==> config.mk <==
export PLATFORM = sky130hd
export DESIGN_NAME = control_unit_flat
export DESIGN_NICKNAME = d
export VERILOG_FILES = /design/src/rtl/proc_pkg.sv /design/src/rtl/control_unit_if.sv /design/src/rtl/control_decode.sv /design/src/rtl/control_unit.sv /design/src/flat_wrapper.sv
export SDC_FILE = /design/constraint.sdc
export NUM_CORES = 1
export LEC_CHECK = 0
export ABC_AREA = 1
export CAP_MARGIN = 10
export CORE_MARGIN = 4
export CORE_UTILIZATION = 25
export CTS_CLUSTER_DIAMETER = 80
export CTS_CLUSTER_SIZE = 20
export DETAILED_ROUTE_END_ITERATION = 10
export PLACE_DENSITY = 0.76
export SLEW_MARGIN = 0
export SYNTH_ARGS = -nofsm -noshare
export SYNTH_HDL_FRONTEND = slang
export SYNTH_SLANG_ARGS = --single-unit
export TNS_END_PERCENT = 30
==> constraint.sdc <==
create_clock -name Clk -period 2.68 [get_ports Clk]
set_input_delay 0.536 -clock Clk [delete_from_list [all_inputs] [get_ports Clk]]
set_output_delay 0.536 -clock Clk [all_outputs]
set_load 0.01 [all_outputs]
==> src/rtl/proc_pkg.sv <==
// Shared ISA and controller definitions for the programmable processor.
package proc_pkg;

    localparam int unsigned IR_W  = 16;
    localparam int unsigned ST_W  = 4;
    localparam int unsigned ALU_W = 3;

    // Instruction register field slices
    localparam int unsigned IR_OP_HI = 15;
    localparam int unsigned IR_OP_LO = 12;
    localparam int unsigned IR_DA_HI = 11;
    localparam int unsigned IR_DA_LO = 4;
    localparam int unsigned IR_RA_HI = 11;
    localparam int unsigned IR_RA_LO = 8;
    localparam int unsigned IR_RB_HI = 7;
    localparam int unsigned IR_RB_LO = 4;
    localparam int unsigned IR_RD_HI = 3;
    localparam int unsigned IR_RD_LO = 0;

    localparam logic [ALU_W-1:0] ALU_ADD = 3'd1;
    localparam logic [ALU_W-1:0] ALU_SUB = 3'd2;

    typedef enum logic [3:0] {
        OP_NOOP  = 4'd0,
        OP_LOAD  = 4'd1,
        OP_STORE = 4'd2,
        OP_ADD   = 4'd3,
        OP_SUB   = 4'd4,
        OP_HALT  = 4'd5
    } opcode_t;

    typedef enum logic [ST_W-1:0] {
        ST_INIT   = 4'd0,
        ST_FETCH  = 4'd1,
        ST_DECODE = 4'd2,
        ST_NOOP   = 4'd3,
        ST_LOADA  = 4'd4,
        ST_LOADB  = 4'd5,
        ST_STORE  = 4'd6,
        ST_ADD    = 4'd7,
        ST_SUB    = 4'd8,
        ST_HALT   = 4'd9
    } state_t;

endpackage

==> src/rtl/control_unit_if.sv <==
// Controller-to-datapath strobe bundle; the controller is the master side.
interface control_unit_if #(
    parameter int unsigned DW = 16,
    parameter int unsigned AW = 8,
    parameter int unsigned RW = 4
);
    logic [DW-1:0]              IR;
    logic                       PC_Clr;
    logic                       PC_Up;
    logic                       IR_Ld;
    logic [AW-1:0]              D_Addr;
    logic                       D_Wr;
    logic                       RF_s;
    logic [RW-1:0]              RF_W_Addr;
    logic                       RF_W_En;
    logic [RW-1:0]              RF_Ra_Addr;
    logic [RW-1:0]              RF_Rb_Addr;
    logic [proc_pkg::ALU_W-1:0] ALU_s0;
    logic [proc_pkg::ST_W-1:0]  OutState;

    modport master (
        input  IR,
        output PC_Clr, PC_Up, IR_Ld, D_Addr, D_Wr, RF_s, RF_W_Addr, RF_W_En,
               RF_Ra_Addr, RF_Rb_Addr, ALU_s0, OutState
    );

    modport slave (
        output IR,
        input  PC_Clr, PC_Up, IR_Ld, D_Addr, D_Wr, RF_s, RF_W_Addr, RF_W_En,
               RF_Ra_Addr, RF_Rb_Addr, ALU_s0, OutState
    );
endinterface

==> src/rtl/control_decode.sv <==
// Moore output decode: strobes depend only on the current state and the IR operand fields.
module control_decode
    import proc_pkg::*;
#(
    parameter int unsigned AW = 8,
    parameter int unsigned RW = 4
) (
    input  state_t             state,
    input  logic [IR_DA_HI:0]  ir_operand,
    output logic               pc_clr,
    output logic               pc_up,
    output logic               ir_ld,
    output logic [AW-1:0]      d_addr,
    output logic               d_wr,
    output logic               rf_s,
    output logic [RW-1:0]      rf_w_addr,
    output logic               rf_w_en,
    output logic [RW-1:0]      rf_ra_addr,
    output logic [RW-1:0]      rf_rb_addr,
    output logic [ALU_W-1:0]   alu_s0
);

    always_comb begin
        pc_clr     = 1'b0;
        pc_up      = 1'b0;
        ir_ld      = 1'b0;
        d_addr     = '0;
        d_wr       = 1'b0;
        rf_s       = 1'b0;
        rf_w_addr  = '0;
        rf_w_en    = 1'b0;
        rf_ra_addr = '0;
        rf_rb_addr = '0;
        alu_s0     = '0;
        case (state)
            ST_INIT:  pc_clr = 1'b1;
            ST_FETCH: begin
                ir_ld = 1'b1;
                pc_up = 1'b1;
            end
            // LoadA only covers the synchronous memory read latency; LoadB commits
            ST_LOADA, ST_LOADB: begin
                d_addr    = AW'(ir_operand[IR_DA_HI:IR_DA_LO]);
                rf_s      = 1'b1;
                rf_w_addr = RW'(ir_operand[IR_RD_HI:IR_RD_LO]);
                rf_w_en   = (state == ST_LOADB);
            end
            ST_STORE: begin
                d_addr     = AW'(ir_operand[IR_DA_HI:IR_DA_LO]);
                rf_ra_addr = RW'(ir_operand[IR_RD_HI:IR_RD_LO]);
                d_wr       = 1'b1;
            end
            ST_ADD, ST_SUB: begin
                rf_ra_addr = RW'(ir_operand[IR_RA_HI:IR_RA_LO]);
                rf_rb_addr = RW'(ir_operand[IR_RB_HI:IR_RB_LO]);
                rf_w_addr  = RW'(ir_operand[IR_RD_HI:IR_RD_LO]);
                rf_w_en    = 1'b1;
                alu_s0     = (state == ST_ADD) ? ALU_ADD : ALU_SUB;
            end
            default: ;
        endcase
    end

endmodule

==> src/rtl/control_unit.sv <==
// Fetch/decode/execute sequencer: state register and next-state logic; strobes come from control_decode.
module control_unit
    import proc_pkg::*;
#(
    parameter int unsigned DW = 16,
    parameter int unsigned AW = 8,
    parameter int unsigned RW = 4
) (
    input  logic          Clk,
    input  logic          Reset,
    control_unit_if.master bus
);

    state_t              state_q;
    state_t              state_d;
    logic [DW-1:0]       ir;
    logic [3:0]          opcode;

    assign ir     = bus.IR;
    assign opcode = ir[IR_OP_HI:IR_OP_LO];

    always_ff @(posedge Clk) begin
        if (Reset) state_q <= ST_INIT;
        else       state_q <= state_d;
    end

    // Undefined opcodes execute as NOOP; illegal state encodings fall back to Init
    always_comb begin
        state_d = ST_INIT;
        case (state_q)
            ST_INIT:   state_d = ST_FETCH;
            ST_FETCH:  state_d = ST_DECODE;
            ST_DECODE: begin
                case (opcode)
                    OP_LOAD:  state_d = ST_LOADA;
                    OP_STORE: state_d = ST_STORE;
                    OP_ADD:   state_d = ST_ADD;
                    OP_SUB:   state_d = ST_SUB;
                    OP_HALT:  state_d = ST_HALT;
                    default:  state_d = ST_NOOP;
                endcase
            end
            ST_NOOP:   state_d = ST_FETCH;
            ST_LOADA:  state_d = ST_LOADB;
            ST_LOADB:  state_d = ST_FETCH;
            ST_STORE:  state_d = ST_FETCH;
            ST_ADD:    state_d = ST_FETCH;
            ST_SUB:    state_d = ST_FETCH;
            ST_HALT:   state_d = ST_HALT;
            default:   state_d = ST_INIT;
        endcase
    end

    assign bus.OutState = ST_W'(state_q);

    control_decode #(
        .AW (AW),
        .RW (RW)
    ) u_decode (
        .state      (state_q),
        .ir_operand (ir[IR_DA_HI:0]),
        .pc_clr     (bus.PC_Clr),
        .pc_up      (bus.PC_Up),
        .ir_ld      (bus.IR_Ld),
        .d_addr     (bus.D_Addr),
        .d_wr       (bus.D_Wr),
        .rf_s       (bus.RF_s),
        .rf_w_addr  (bus.RF_W_Addr),
        .rf_w_en    (bus.RF_W_En),
        .rf_ra_addr (bus.RF_Ra_Addr),
        .rf_rb_addr (bus.RF_Rb_Addr),
        .alu_s0     (bus.ALU_s0)
    );

endmodule

==> src/flat_wrapper.sv <==
// flat-port wrapper written by rule: the top's interface ports become plain ports
module control_unit_flat import proc_pkg::*;
#(
    parameter int unsigned DW = 16,
    parameter int unsigned AW = 8,
    parameter int unsigned RW = 4
)
  (Clk, Reset, bus_IR, bus_PC_Clr, bus_PC_Up, bus_IR_Ld, bus_D_Addr, bus_D_Wr, bus_RF_s, bus_RF_W_Addr, bus_RF_W_En, bus_RF_Ra_Addr, bus_RF_Rb_Addr, bus_ALU_s0, bus_OutState);
  control_unit_if #(.DW(DW), .AW(AW), .RW(RW)) bus_i ();
  input  logic Clk;
  input  logic Reset;
  input wire logic [$bits(bus_i.IR)-1:0] bus_IR;
  output wire logic [$bits(bus_i.PC_Clr)-1:0] bus_PC_Clr;
  output wire logic [$bits(bus_i.PC_Up)-1:0] bus_PC_Up;
  output wire logic [$bits(bus_i.IR_Ld)-1:0] bus_IR_Ld;
  output wire logic [$bits(bus_i.D_Addr)-1:0] bus_D_Addr;
  output wire logic [$bits(bus_i.D_Wr)-1:0] bus_D_Wr;
  output wire logic [$bits(bus_i.RF_s)-1:0] bus_RF_s;
  output wire logic [$bits(bus_i.RF_W_Addr)-1:0] bus_RF_W_Addr;
  output wire logic [$bits(bus_i.RF_W_En)-1:0] bus_RF_W_En;
  output wire logic [$bits(bus_i.RF_Ra_Addr)-1:0] bus_RF_Ra_Addr;
  output wire logic [$bits(bus_i.RF_Rb_Addr)-1:0] bus_RF_Rb_Addr;
  output wire logic [$bits(bus_i.ALU_s0)-1:0] bus_ALU_s0;
  output wire logic [$bits(bus_i.OutState)-1:0] bus_OutState;
  assign bus_i.IR = bus_IR;
  assign bus_PC_Clr = bus_i.PC_Clr;
  assign bus_PC_Up = bus_i.PC_Up;
  assign bus_IR_Ld = bus_i.IR_Ld;
  assign bus_D_Addr = bus_i.D_Addr;
  assign bus_D_Wr = bus_i.D_Wr;
  assign bus_RF_s = bus_i.RF_s;
  assign bus_RF_W_Addr = bus_i.RF_W_Addr;
  assign bus_RF_W_En = bus_i.RF_W_En;
  assign bus_RF_Ra_Addr = bus_i.RF_Ra_Addr;
  assign bus_RF_Rb_Addr = bus_i.RF_Rb_Addr;
  assign bus_ALU_s0 = bus_i.ALU_s0;
  assign bus_OutState = bus_i.OutState;
  control_unit #(.DW(DW), .AW(AW), .RW(RW)) u_core (.Clk(Clk), .Reset(Reset), .bus(bus_i));
endmodule
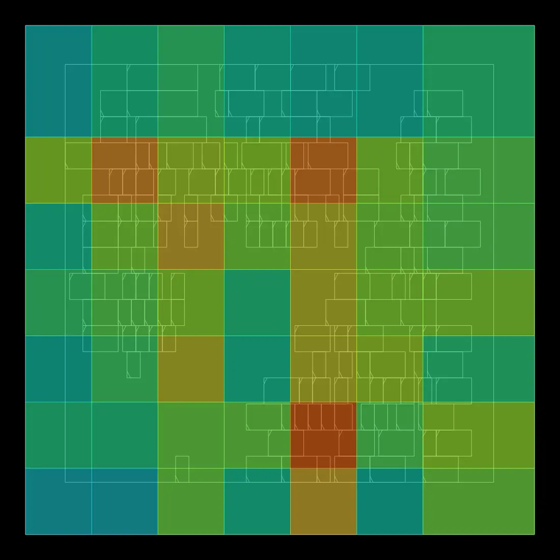
(images/congestion.png)
Layout Utilization: 53.5%
wire length per cell: 9.46 um
routing usage on met3: 3.10%
busiest layer in global routing: met2

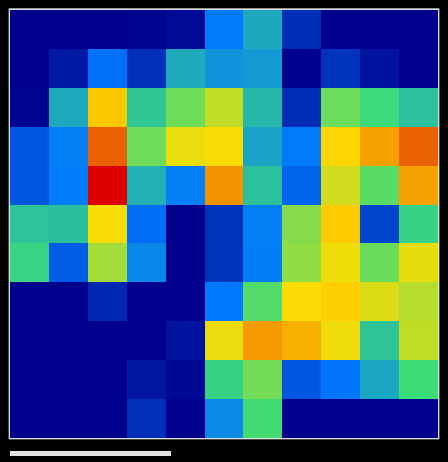
(images/metal_density.png)
Scale bar: 20 um. The die is cut into 11 by 11 equal tiles; dark blue is low, red is high, scaled to the fullest tile. Values are wire area over tile area, all layers added.
emptiest ninth of the die: lower left
fullest tile: 0.32
tiles over half the peak: 30%
densest ninth of the die: middle right
mean over tiles: 0.10
nearly empty tiles: 27%
via total after detailed routing: 738
WL final: 1.68 mm
Global Route Usage Sum: 12.1%

==> flow_metrics.env <==
# physical design summary
export IMPL_fp_nets=118
export IMPL_outcome="completed"
export IMPL_post_cts_resized=0
export IMPL_grt_pass1_wl_mm=2.67
export IMPL_drtPass1Iterations=4
export IMPL_ys_cells=100
export IMPL_final_nets=170
export IMPL_syn_avg_cell_area_um2=5.07
export IMPL_clock_path_buffers=2
export IMPL_crit_required_ns=2.14
export IMPL_fp_dieW_um=53.0
export IMPL_worst_setup_path_end_kind="output port"
export IMPL_final_area_um2=1040
export IMPL_lay_top_count="clkdlybuf4s50_1"
export IMPL_io_buffer_count=49
export IMPL_synth_cells=100
export IMPL_max_slew_margin_rel_pct=64.2
export IMPL_grt_pass1_vias=656
export IMPL_cts_tree="done"
export IMPL_ir_drop_v=0.000365
export IMPL_layout_drive_gt1_share_pct=6.67
export IMPL_async_reset_ff_share_pct=0
export IMPL_die_area_um2=2810
export IMPL_post_route_period_util_pct=91.1
export IMPL_insertedDiodeCount=0
export IMPL_dp_hpwl_mm=1.50
export IMPL_cts_made_buffers=3
export IMPL_crit_type="reg2out"
export IMPL_finalWorstSetupSlack_ns=0.237
export IMPL_cts_hold_buf=0
export IMPL_num_rows=16
export IMPL_hold_viol=0
export IMPL_route_detailed_drc=0
export IMPL_syn_area_um2=507
export IMPL_pin_count=51
export IMPL_cap_violations=0
export IMPL_drv_slew=0
export IMPL_startpoint_type="flop"
export IMPL_dr_first_iter_drc_count=5
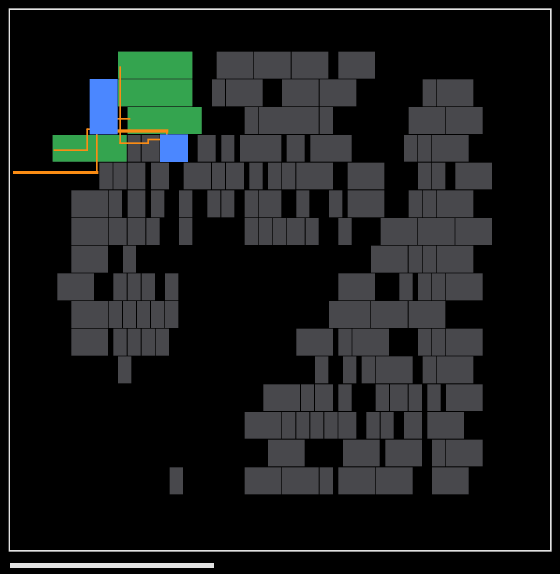
(images/clk_routes.png)
Scale bar: 20 um.
[orange] clock wires | length: 49.5 um
[green] flip-flops | count: 4
[blue] clock drivers | count: 3
routed clock nets: 4
Clk. pwr: 0.0699 mW
clock network fraction of design power: 24.9%
Clock Skews: 0.00171 ns
Insertion Delay late pin: 0.22 ns

[logic make-up after synthesis]
logic type / after synthesis / synth area share [%]
buf+inv: 26 / 20.7
other cells: 1 / 0.740
compound gates: 11 / 11.4
simple gates: 58 / 51.4
flops: 4 / 15.8
[per-stage QoR]
stage	std cells	utilization, %	total power, mW	hold slack (ns)
2_1_floorplan	100	-	0.138	0.576
3_3_place_gp	174	52.3	0.211	0.584
3_5_place_dp	174	52.3	0.212	0.591
4_1_cts	177	53.5	0.285	0.595
5_1_grt	177	53.5	0.305	0.635
6_report	177	53.5	0.280	0.589
[synthesized netlist by cell type, types with 2 or more instances]
master	count	area, um2
nand2_1	26	97.6
nor2_1	23	86.3
inv_1	22	82.6
o21ai_1	5	25.0
a21oi_1	4	20.0
dfxtp_1	4	80.1
nand3_1	4	20.0
buf_4	2	15.0
inv_2	2	7.51
nor2_4	2	22.5
[worst paths after layout]
| kind | startpoint | end | depth (start not counted) | slack (ns) |
|---|---|---|---|---|
| min | u_core.bus.OutState[3] | u_core.bus.OutState[3] | 2 | 0.59 |
| min reg2reg | u_core.bus.OutState[3] | u_core.bus.OutState[3] | 2 | 0.59 |
| max reg2reg | u_core.bus.OutState[2] | u_core.bus.OutState[3] | 5 | 1.61 |
| max | u_core.bus.OutState[2] | bus_RF_Ra_Addr[1] | 7 | 0.24 |
[worst max-delay path, stage by stage, from the launching register on]
cell and delay, ns:
dfxtp_1 0.46, inv_2 0.09, nor2_4 0.13, inv_1 0.08
nor2_2 0.19, nand2_1 0.07, o21ai_1 0.10, clkdlybuf4s50_1 0.56
[metal layers]
layer,up-vias,routed length [um]
met1,306,677
met2,40,763
met4,0,0
met5,-,0
met3,0,234
li1,392,-
[where the power goes]
group | internal (mW) | switching, mW
Combinational | 0.0732 | 0.0642
Clock | 0.0498 | 0.0201
Sequential | 0.0660 | 0.00712
Total | 0.189 | 0.0914
[final cells by class]
type,count,share of cell area (%)
multi-input cells,70,31.0
repair buffers,49,47.2
clock buffers,3,2.17
flip-flops and latches,4,7.71
inverters,24,8.67
well taps,27,3.25
No activity file was given, so power comes from the tool's default toggle rates.
